run_1/pdn.png
The bar under the picture is 20 um long. Pins as bars on the die edge.
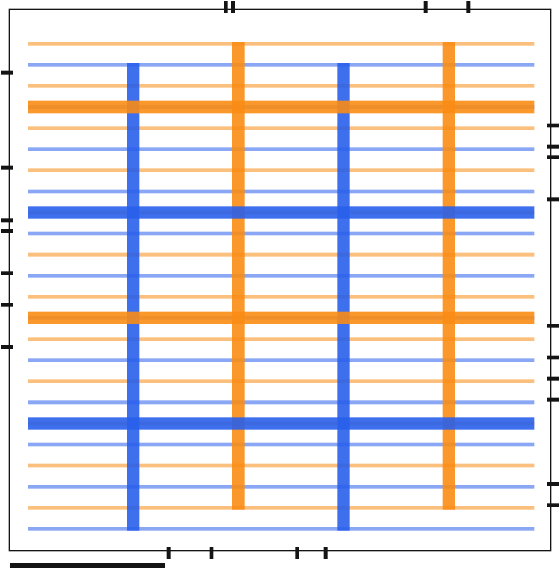
run_1/cell_classes.png
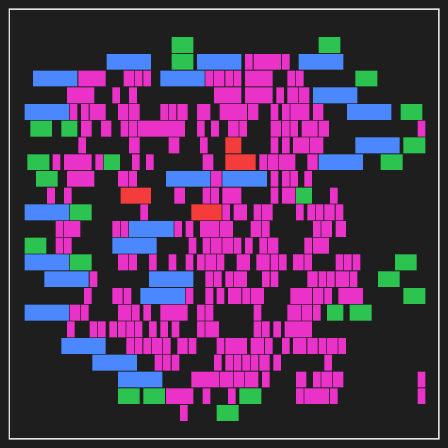
run_1/clock_map.png
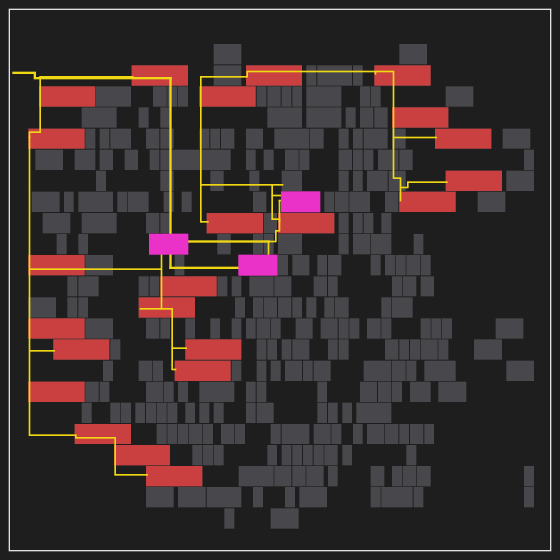
[src/rtl/block_emitter.sv]
// block_emitter: turns BEGIN/END/NEAR/SPACE commands into a space-separated ASCII stream
// and tracks begin/end nesting. Define BLOCK_EMITTER_MIXCASE_EN for alternating letter case.
module block_emitter #(
  parameter int DEPTH_W = 8
) (
  input  logic               clk,
  input  logic               reset,
  input  logic               cmd_valid,
  input  logic [1:0]         cmd,
  output logic               cmd_ready,
  output logic [7:0]         out,
  output logic               out_valid,
  output logic [DEPTH_W-1:0] depth,
  output logic               balanced,
  output logic               underflow
);

  typedef enum logic [1:0] {
    S_IDLE,
    S_EMIT,
    S_SEP
  } state_t;

  localparam logic [1:0]         CMD_BEGIN   = 2'd0;
  localparam logic [1:0]         CMD_END     = 2'd1;
  localparam logic [1:0]         CMD_NEAR    = 2'd2;
  localparam logic [1:0]         CMD_SPACE   = 2'd3;
  localparam logic [7:0]         ASCII_SPACE = 8'h20;
  localparam logic [DEPTH_W-1:0] DEPTH_MAX   = '1;

  state_t             r_state;
  state_t             w_state_next;
  logic [1:0]         r_cmd;
  logic [2:0]         r_idx;
  logic [7:0]         r_out;
  logic               r_out_valid;
  logic [DEPTH_W-1:0] r_depth;
  logic               r_balanced;
  logic               r_underflow;

  logic               w_accept;
  logic [2:0]         w_word_len;
  logic               w_last_char;
  logic [7:0]         w_raw_char;
  logic [7:0]         w_letter;
  logic [1:0]         w_cmd_next;
  logic [2:0]         w_idx_next;
  logic [7:0]         w_out_next;
  logic               w_out_valid_next;
  logic [DEPTH_W-1:0] w_depth_next;
  logic               w_underflow_next;
  logic               w_balanced_next;

  // Lowercase character of each keyword; SPACE has no letters.
  function automatic logic [7:0] word_char(input logic [1:0] c, input logic [2:0] i);
    logic [7:0] ch;
    ch = ASCII_SPACE;
    case (c)
      CMD_BEGIN: begin
        case (i)
          3'd0:    ch = 8'h62;
          3'd1:    ch = 8'h65;
          3'd2:    ch = 8'h67;
          3'd3:    ch = 8'h69;
          3'd4:    ch = 8'h6E;
          default: ch = ASCII_SPACE;
        endcase
      end
      CMD_END: begin
        case (i)
          3'd0:    ch = 8'h65;
          3'd1:    ch = 8'h6E;
          3'd2:    ch = 8'h64;
          default: ch = ASCII_SPACE;
        endcase
      end
      CMD_NEAR: begin
        case (i)
          3'd0:    ch = 8'h62;
          3'd1:    ch = 8'h65;
          3'd2:    ch = 8'h67;
          default: ch = ASCII_SPACE;
        endcase
      end
      default: ch = ASCII_SPACE;
    endcase
    return ch;
  endfunction

  assign cmd_ready   = (r_state == S_IDLE) || (r_state == S_SEP);
  assign w_accept    = cmd_valid && cmd_ready;
  assign w_word_len  = (r_cmd == CMD_BEGIN) ? 3'd5 : 3'd3;
  assign w_last_char = (r_idx == (w_word_len - 3'd1));
  assign w_raw_char  = word_char(r_cmd, r_idx);

`ifdef BLOCK_EMITTER_MIXCASE_EN
  logic r_toggle;

  assign w_letter = r_toggle ? (w_raw_char - 8'h20) : w_raw_char;

  // Only letters flip the case; separator spaces leave it alone.
  always_ff @(posedge clk) begin
    if (!reset) begin
      r_toggle <= 1'b1;
    end else if (r_state == S_EMIT) begin
      r_toggle <= ~r_toggle;
    end
  end
`else
  assign w_letter = w_raw_char;
`endif

  // State register.
  always_ff @(posedge clk) begin
    // NOTE: sequential state uses non-blocking assignments so every flop samples pre-edge values.
    if (!reset) begin
      r_state <= S_IDLE;
    end else begin
      r_state <= w_state_next;
    end
  end

  // Next-state logic.
  always_comb begin
    // NOTE: a default before the case keeps every path assigned, so no latch is inferred.
    w_state_next = r_state;
    case (r_state)
      S_IDLE: begin
        if (w_accept) begin
          w_state_next = (cmd == CMD_SPACE) ? S_SEP : S_EMIT;
        end
      end
      S_EMIT: begin
        if (w_last_char) begin
          w_state_next = S_SEP;
        end
      end
      S_SEP: begin
        if (w_accept) begin
          w_state_next = (cmd == CMD_SPACE) ? S_SEP : S_EMIT;
        end else begin
          w_state_next = S_IDLE;
        end
      end
      default: w_state_next = S_IDLE;
    endcase
  end

  // Output logic: next values of the registered character, handshake capture and bookkeeping.
  always_comb begin
    w_out_next       = ASCII_SPACE;
    w_out_valid_next = 1'b0;
    w_cmd_next       = r_cmd;
    w_idx_next       = r_idx;
    w_depth_next     = r_depth;
    w_underflow_next = r_underflow;
    case (r_state)
      S_EMIT: begin
        w_out_next       = w_letter;
        w_out_valid_next = 1'b1;
        w_idx_next       = r_idx + 3'd1;
      end
      S_SEP: begin
        w_out_valid_next = 1'b1;
        // The word's trailing space is where its nesting effect lands.
        if (r_cmd == CMD_BEGIN) begin
          if (r_depth != DEPTH_MAX) begin
            w_depth_next = r_depth + DEPTH_W'(1);
          end
        end else if (r_cmd == CMD_END) begin
          if (r_depth != '0) begin
            w_depth_next = r_depth - DEPTH_W'(1);
          end else begin
            w_underflow_next = 1'b1;
          end
        end
      end
      default: ;
    endcase
    if (w_accept) begin
      w_cmd_next = cmd;
      w_idx_next = '0;
    end
    w_balanced_next = (w_depth_next == '0) && !w_underflow_next;
  end

  // Datapath registers; a low reset mid-word drops the partial word without touching depth.
  always_ff @(posedge clk) begin
    if (!reset) begin
      r_cmd       <= CMD_BEGIN;
      r_idx       <= '0;
      r_out       <= ASCII_SPACE;
      r_out_valid <= 1'b0;
      r_depth     <= '0;
      r_balanced  <= 1'b1;
      r_underflow <= 1'b0;
    end else begin
      r_cmd       <= w_cmd_next;
      r_idx       <= w_idx_next;
      r_out       <= w_out_next;
      r_out_valid <= w_out_valid_next;
      r_depth     <= w_depth_next;
      r_balanced  <= w_balanced_next;
      r_underflow <= w_underflow_next;
    end
  end

  assign out       = r_out;
  assign out_valid = r_out_valid;
  assign depth     = r_depth;
  assign balanced  = r_balanced;
  assign underflow = r_underflow;

endmodule

[config.mk]
export PLATFORM = sky130hd
export DESIGN_NAME = block_emitter
export DESIGN_NICKNAME = d
export VERILOG_FILES = /design/src/rtl/block_emitter.sv
export SDC_FILE = /design/constraint.sdc
export NUM_CORES = 1
export LEC_CHECK = 0
export ABC_AREA = 1
export CORE_MARGIN = 2
export CORE_UTILIZATION = 40
export DETAILED_ROUTE_END_ITERATION = 6
export REMOVE_ABC_BUFFERS = 1
export SYNTH_ARGS = -nofsm -noshare
export SYNTH_HDL_FRONTEND = slang
export SYNTH_SLANG_ARGS = --single-unit
[constraint.sdc]
create_clock -name clk -period 2.25 [get_ports clk]
set_clock_uncertainty 0.15 [all_clocks]
set_input_delay 0.225 -clock clk [delete_from_list [all_inputs] [get_ports clk]]
set_output_delay 0.225 -clock clk [all_outputs]
set_load 0.02 [all_outputs]
==> flow_summary.yaml, run 1 <==
# physical design summary
clock_tree:
  cts_sinks: 23
  cts_tree: "yes"
  post_cts_buffers: 0
  cts.clk_slew.worst_paths_ns: 0.08
  cts_buffers: 3
  clock_latency_ns: 0.26
sta:
  finalSetupTns_ns: 0
  min_period_ns: 2.057
  timing.fmax_ghz: 0.4863
  setup_viol: 0
power:
  internal_power_mw: 1.128
  p_per_area_mw_per_mm2: 1105
  swShare_pct: 49.09
  leakage_nw: 0.9335
  clock_power_share_pct: 11.7
synthesis:
  flop_cell: "dfxtp_1"
  async_reset_ff_share_pct: 0
  edf_count: 0
  yosys_warnings: 0
  synth_flops: 23
  ys_seq_share_pct: 26.72
  top_cell: "nand2_1"
  synthTopLogicFamily: "simple AND/OR/NAND/NOR gates"
  ys_sh_adder_pct: 8.715
grt:
  grt_pass1_wl_mm: 6.334
  grt_pass1_vias: 1404
  antenna_found_initial: 0
  track_usage_pct: 15.71
  grt-ovfl-total: 0
critical_path:
  reg2reg_from: "depth[0]"
  cp_num_buf_inv: 3
  cp_max_fo: 3
  cp.depth: 5
  crit_chain: "inv_1 > ha_1 > nor2_1 > inv_1 > clkdlybuf4s50_1"
  critical_path_required_ns: 1.88
  r2r_slack_ns: 0.27
  cp_common_cell: "inv_1"
drt:
  dr_total_vias: 1642
  drt-pass1-iter-count: 4
  ant_nets: 0
die:
  core_mm2: 0.004086
  die_area_mm2: 0.004848
  ioPinCount: 25
  rows: 23
  floorplan.core_util_pct: 42.16
placement:
  dp.cells: 336
worst_hold_path:
  hold_path.class: "reg2reg"
cells_and_area:
  area_growth_pct: 16.41
outcome:
  status: "finished clean"
## Picture notes: pdn.png
orange -> VDD
blue -> VSS
signal pins = 25
rows = 23
met1 rails = 24
met4 straps = 4
met5 straps = 4

## Picture notes: cell_classes.png
magenta -> all other logic  # cells 238
blue -> flip-flops  # cells 23
red -> clock drivers and dummy loads  # cells 4
green -> other buffers and delay cells  # cells 25

## Picture notes: clock_map.png
red -> flip-flops  # count 23
magenta -> cells driving clock nets  # count 3
yellow -> clock wires  # length 302 um
routed clock nets = 4

run 1: routing by layer:
| metal | vias up | wire (um) | global-route usage (%) |
|---|---|---|---|
| li1 | 882 | - | - |
| met1 | 717 | 1926 | 22.87 |
| met2 | 39 | 1592 | 22.86 |
| met3 | 4 | 204 | 4.360 |
| met4 | 0 | 51 | 3.846 |
| met5 | - | 0 | 0 |
run 1: metrics by stage:
step	hold WS (ns)	setup slack, ns	power [mW]	instance area (um^2)
finish	0.3928	0.1935	2.215	2006
detailed placement	0.3890	0.2832	1.952	1957
CTS	0.4025	0.1708	2.226	2006
global placement	0.3855	0.2741	1.964	1957
global route	0.4314	0.08343	2.423	2006
floorplan	0.1440	0.4237	1.555	1654
run 1: layout make-up:
| type | instances | area [um^2] | share of cell area [%] |
|---|---|---|---|
| inverters | 41 | 153.9 | 7.673 |
| clock inverters | 1 | 7.507 | 0.3743 |
| clock buffers | 3 | 41.29 | 2.059 |
| repair buffers | 25 | 240.2 | 11.98 |
| multi-input cells | 197 | 1040 | 51.84 |
| flip-flops and latches | 23 | 460.4 | 22.96 |
| well taps | 50 | 62.56 | 3.119 |
run 1: worst min-delay path, stage by stage (launching register included):
cell and delay [ns]:
dfxtp_1 0.33, inv_1 0.10, a21oi_1 0.07
run 1: state kept, by name, indices dropped and copies added (netlist names):
name,count
depth,8
out,5
r_idx,3
r_cmd,2
r_state,2
balanced,1
out_valid,1
underflow,1
run 1: power groups by stage:
stage               Sequential, mW  Clock, mW  Combinational, mW
floorplan                    0.703          0              0.852
global placement             0.650          0               1.31
detailed placement           0.647          0               1.30
CTS                          0.637      0.274               1.31
global route                 0.654      0.290               1.48
finish                       0.639      0.260               1.32
run 1: worst min path at each step:
| stage | cells after the start | startpoint | slack, ns | end |
|---|---|---|---|---|
| 2_1_floorplan | 1 | reset | 0.14 | balanced |
| 6_report | 2 | r_state[0] | 0.39 | r_state[0] |
| 4_1_cts | 2 | r_state[0] | 0.40 | r_state[0] |
| 3_5_place_dp | 2 | r_state[0] | 0.39 | r_state[0] |
| 3_3_place_gp | 2 | r_state[0] | 0.39 | r_state[0] |
| 5_1_grt | 2 | r_state[0] | 0.43 | r_state[0] |
run 1: cells by family (layout without fill, tap and decap cells):
group | count (synthesis) | count (layout)
flops | 23 | 23
compound gates | 35 | 35
other cells | 2 | 3
fa+ha+maj | 12 | 12
buf+inv | 51 | 70
simple gates | 147 | 147
run 1: layout by cell type (no fill, tap or decap), types with 2 or more instances in the layout:
master / count
clkdlybuf4s50_1: 21
o21ai_0: 6
buf_4: 4
ha_1: 12
inv_2: 6
nand2_1: 73
o211ai_1: 2
nand3_2: 2
nor2_2: 8
nor3_1: 3
nor2_1: 29
clkinv_1: 2
o21ai_1: 3
conb_1: 3
o21ai_2: 2
nand4_1: 4
dfxtp_1: 23
nand2_2: 3
inv_1: 33
a21oi_1: 14
clkbuf_8: 3
nand3_1: 21
==> run 2, diff against run 1 <==
- GPL_TIMING_DRIVEN: default -> 1
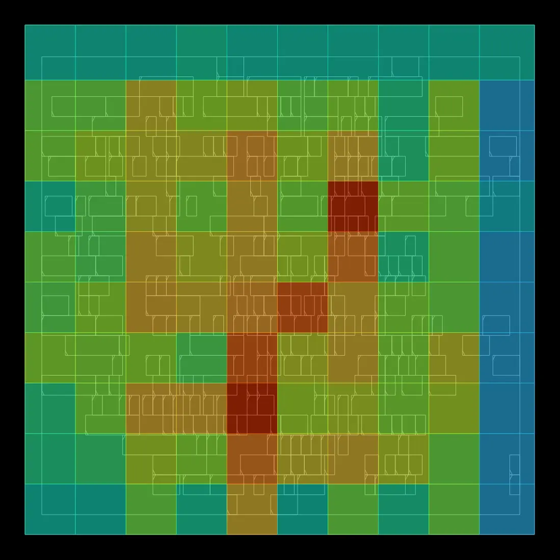
run_2/final_congestion.png
Core Util, Final: 49.08%
Routed wire per std cell: 11.10 um

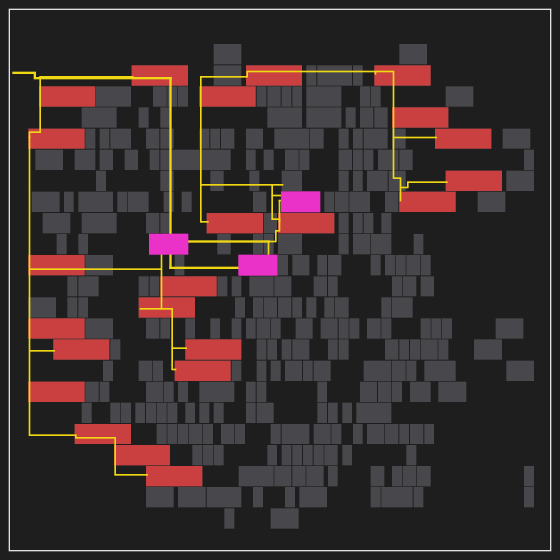
run_2/clock_map.png
red -> flip-flops  # count 23
yellow -> clock wires  # length 302 um
magenta -> cells driving clock nets  # count 3
flops lie = all over the die

==> run 2 against run 1 <==
- core utilization unchanged
- critical path depth did not move
- combinational power about the same
- via count unchanged
==> flow_summary.yaml, run 2 <==
# physical design summary
outcome:
  status: "finished clean"
grt:
  met1_usage_pct: 22.87
  grt_pass1_vias: 1404
  antenna_found_initial: 0
  track_usage_pct: 15.71
  grt_pass1_wl_mm: 6.334
  use_met3_pct: 4.360
  use_met2_pct: 22.86
worst_hold_path:
  hold_start: "r_state[0]"
  whs_path_depth: 2
clock_tree:
  cts_buffers: 3
  cts.clk_slew.worst_paths_ns: 0.08
  cts_sinks: 23
  post_cts_buffers: 0
  clock_latency_ns: 0.26
  cts_tree: "yes"
cells_and_area:
  largest_reg_flops: 8
  final_layout_top_logic_cell: "nand2_1"
critical_path:
  cp_num_buf_inv: 3
  crit_chain: "inv_1 > ha_1 > nor2_1 > inv_1 > clkdlybuf4s50_1"
  r2r_slack_ns: 0.27
  criticalPathCategory: "reg2out"
  cp_common_cell: "inv_1"
  cp_max_fo: 3
  reg2reg_from: "depth[0]"
placement:
  pre_cts_slack_ns: 0.2832
  dp.cells: 336
synthesis:
  top_cell: "nand2_1"
  synth_flops: 23
  async_reset_ff_share_pct: 0
  flop_cell: "dfxtp_1"
power:
  leakage_nw: 0.9335
  power_mw: 2.215
  p_per_area_mw_per_mm2: 1105
sta:
  worst_slack_ns: 0.1935
  setup_viol: 0
  min_period_ns: 2.057
  timing.fmax_ghz: 0.4863
die:
  floorplan.core_util_pct: 42.16
  die_area_mm2: 0.004848
  ioPinCount: 25
  core_mm2: 0.004086
drt:
  dr_total_vias: 1642
  drt-pass1-iter-count: 4
  ant_nets: 0
  drc: 0
==> run 2: cell counts after synthesis <==
Identical to the previous run, type by type.
==> run 2: metal layers <==
metal  wire length, um  vias to the layer above
met5                 0                        -
met4                51                        0
li1                  -                      882
met3               204                        4
met1              1926                      717
met2              1592                       39
==> run 2: where the power goes <==
part           switching [mW]  internal [mW]
sequential              0.131          0.507
combinational           0.821          0.495
clock                   0.135          0.125
==> run 2: area by class of cell <==
class,count,area (um^2),share of cell area (%)
Timing Repair Buffer,25,240.2,11.98
Clock inverter,1,7.507,0.3743
Sequential cell,23,460.4,22.96
Clock buffer,3,41.29,2.059
Tap cell,50,62.56,3.119
Inverter,41,153.9,7.673
Multi-Input combinational cell,197,1040,51.84
==> run 2: kinds of logic (layout without fill, tap and decap cells) <==
| family | after synthesis | in the layout | share of synthesized area, % |
|---|---|---|---|
| and+or+nand+nor | 147 | 147 | 37.84 |
| buffers and inverters | 51 | 70 | 13.14 |
| AOI/OAI and AO/OA | 35 | 35 | 13.15 |
| DFF | 23 | 23 | 26.72 |
| adders and majority gates | 12 | 12 | 8.714 |
| other | 2 | 3 | 0.4359 |
==> run 2: worst reg2reg max path: cells and delay by family (launching register included) <==
family                     cells  cell delay, ns
AOI/OAI and AO/OA              1            0.23
adders and majority gates      1            0.25
buffers and inverters          1            0.16
DFF                            1            0.43
and+or+nand+nor                9            0.67
==> run 2: worst max path at each step <==
stage | cells past startpoint | slack, ns | end | from
3_3_place_gp | 12 | 0.27 | balanced | depth[0]
3_5_place_dp | 12 | 0.28 | balanced | depth[0]
6_report | 5 | 0.19 | cmd_ready | r_state[0]
2_1_floorplan | 10 | 0.42 | balanced | depth[0]
4_1_cts | 5 | 0.17 | cmd_ready | r_state[0]
5_1_grt | 12 | 0.08 | balanced | depth[0]
==> run 2: metrics by stage <==
stage / util (%) / hold slack (ns) / area, um^2
after detailed placement: 47.89 / 0.3890 / 1957
after global routing: 49.08 / 0.4314 / 2006
after CTS: 49.08 / 0.4025 / 2006
final: 49.08 / 0.3928 / 2006
after global placement: 47.89 / 0.3855 / 1957
after floorplan: - / 0.1440 / 1654
Power and IR drop assume default switching activity.
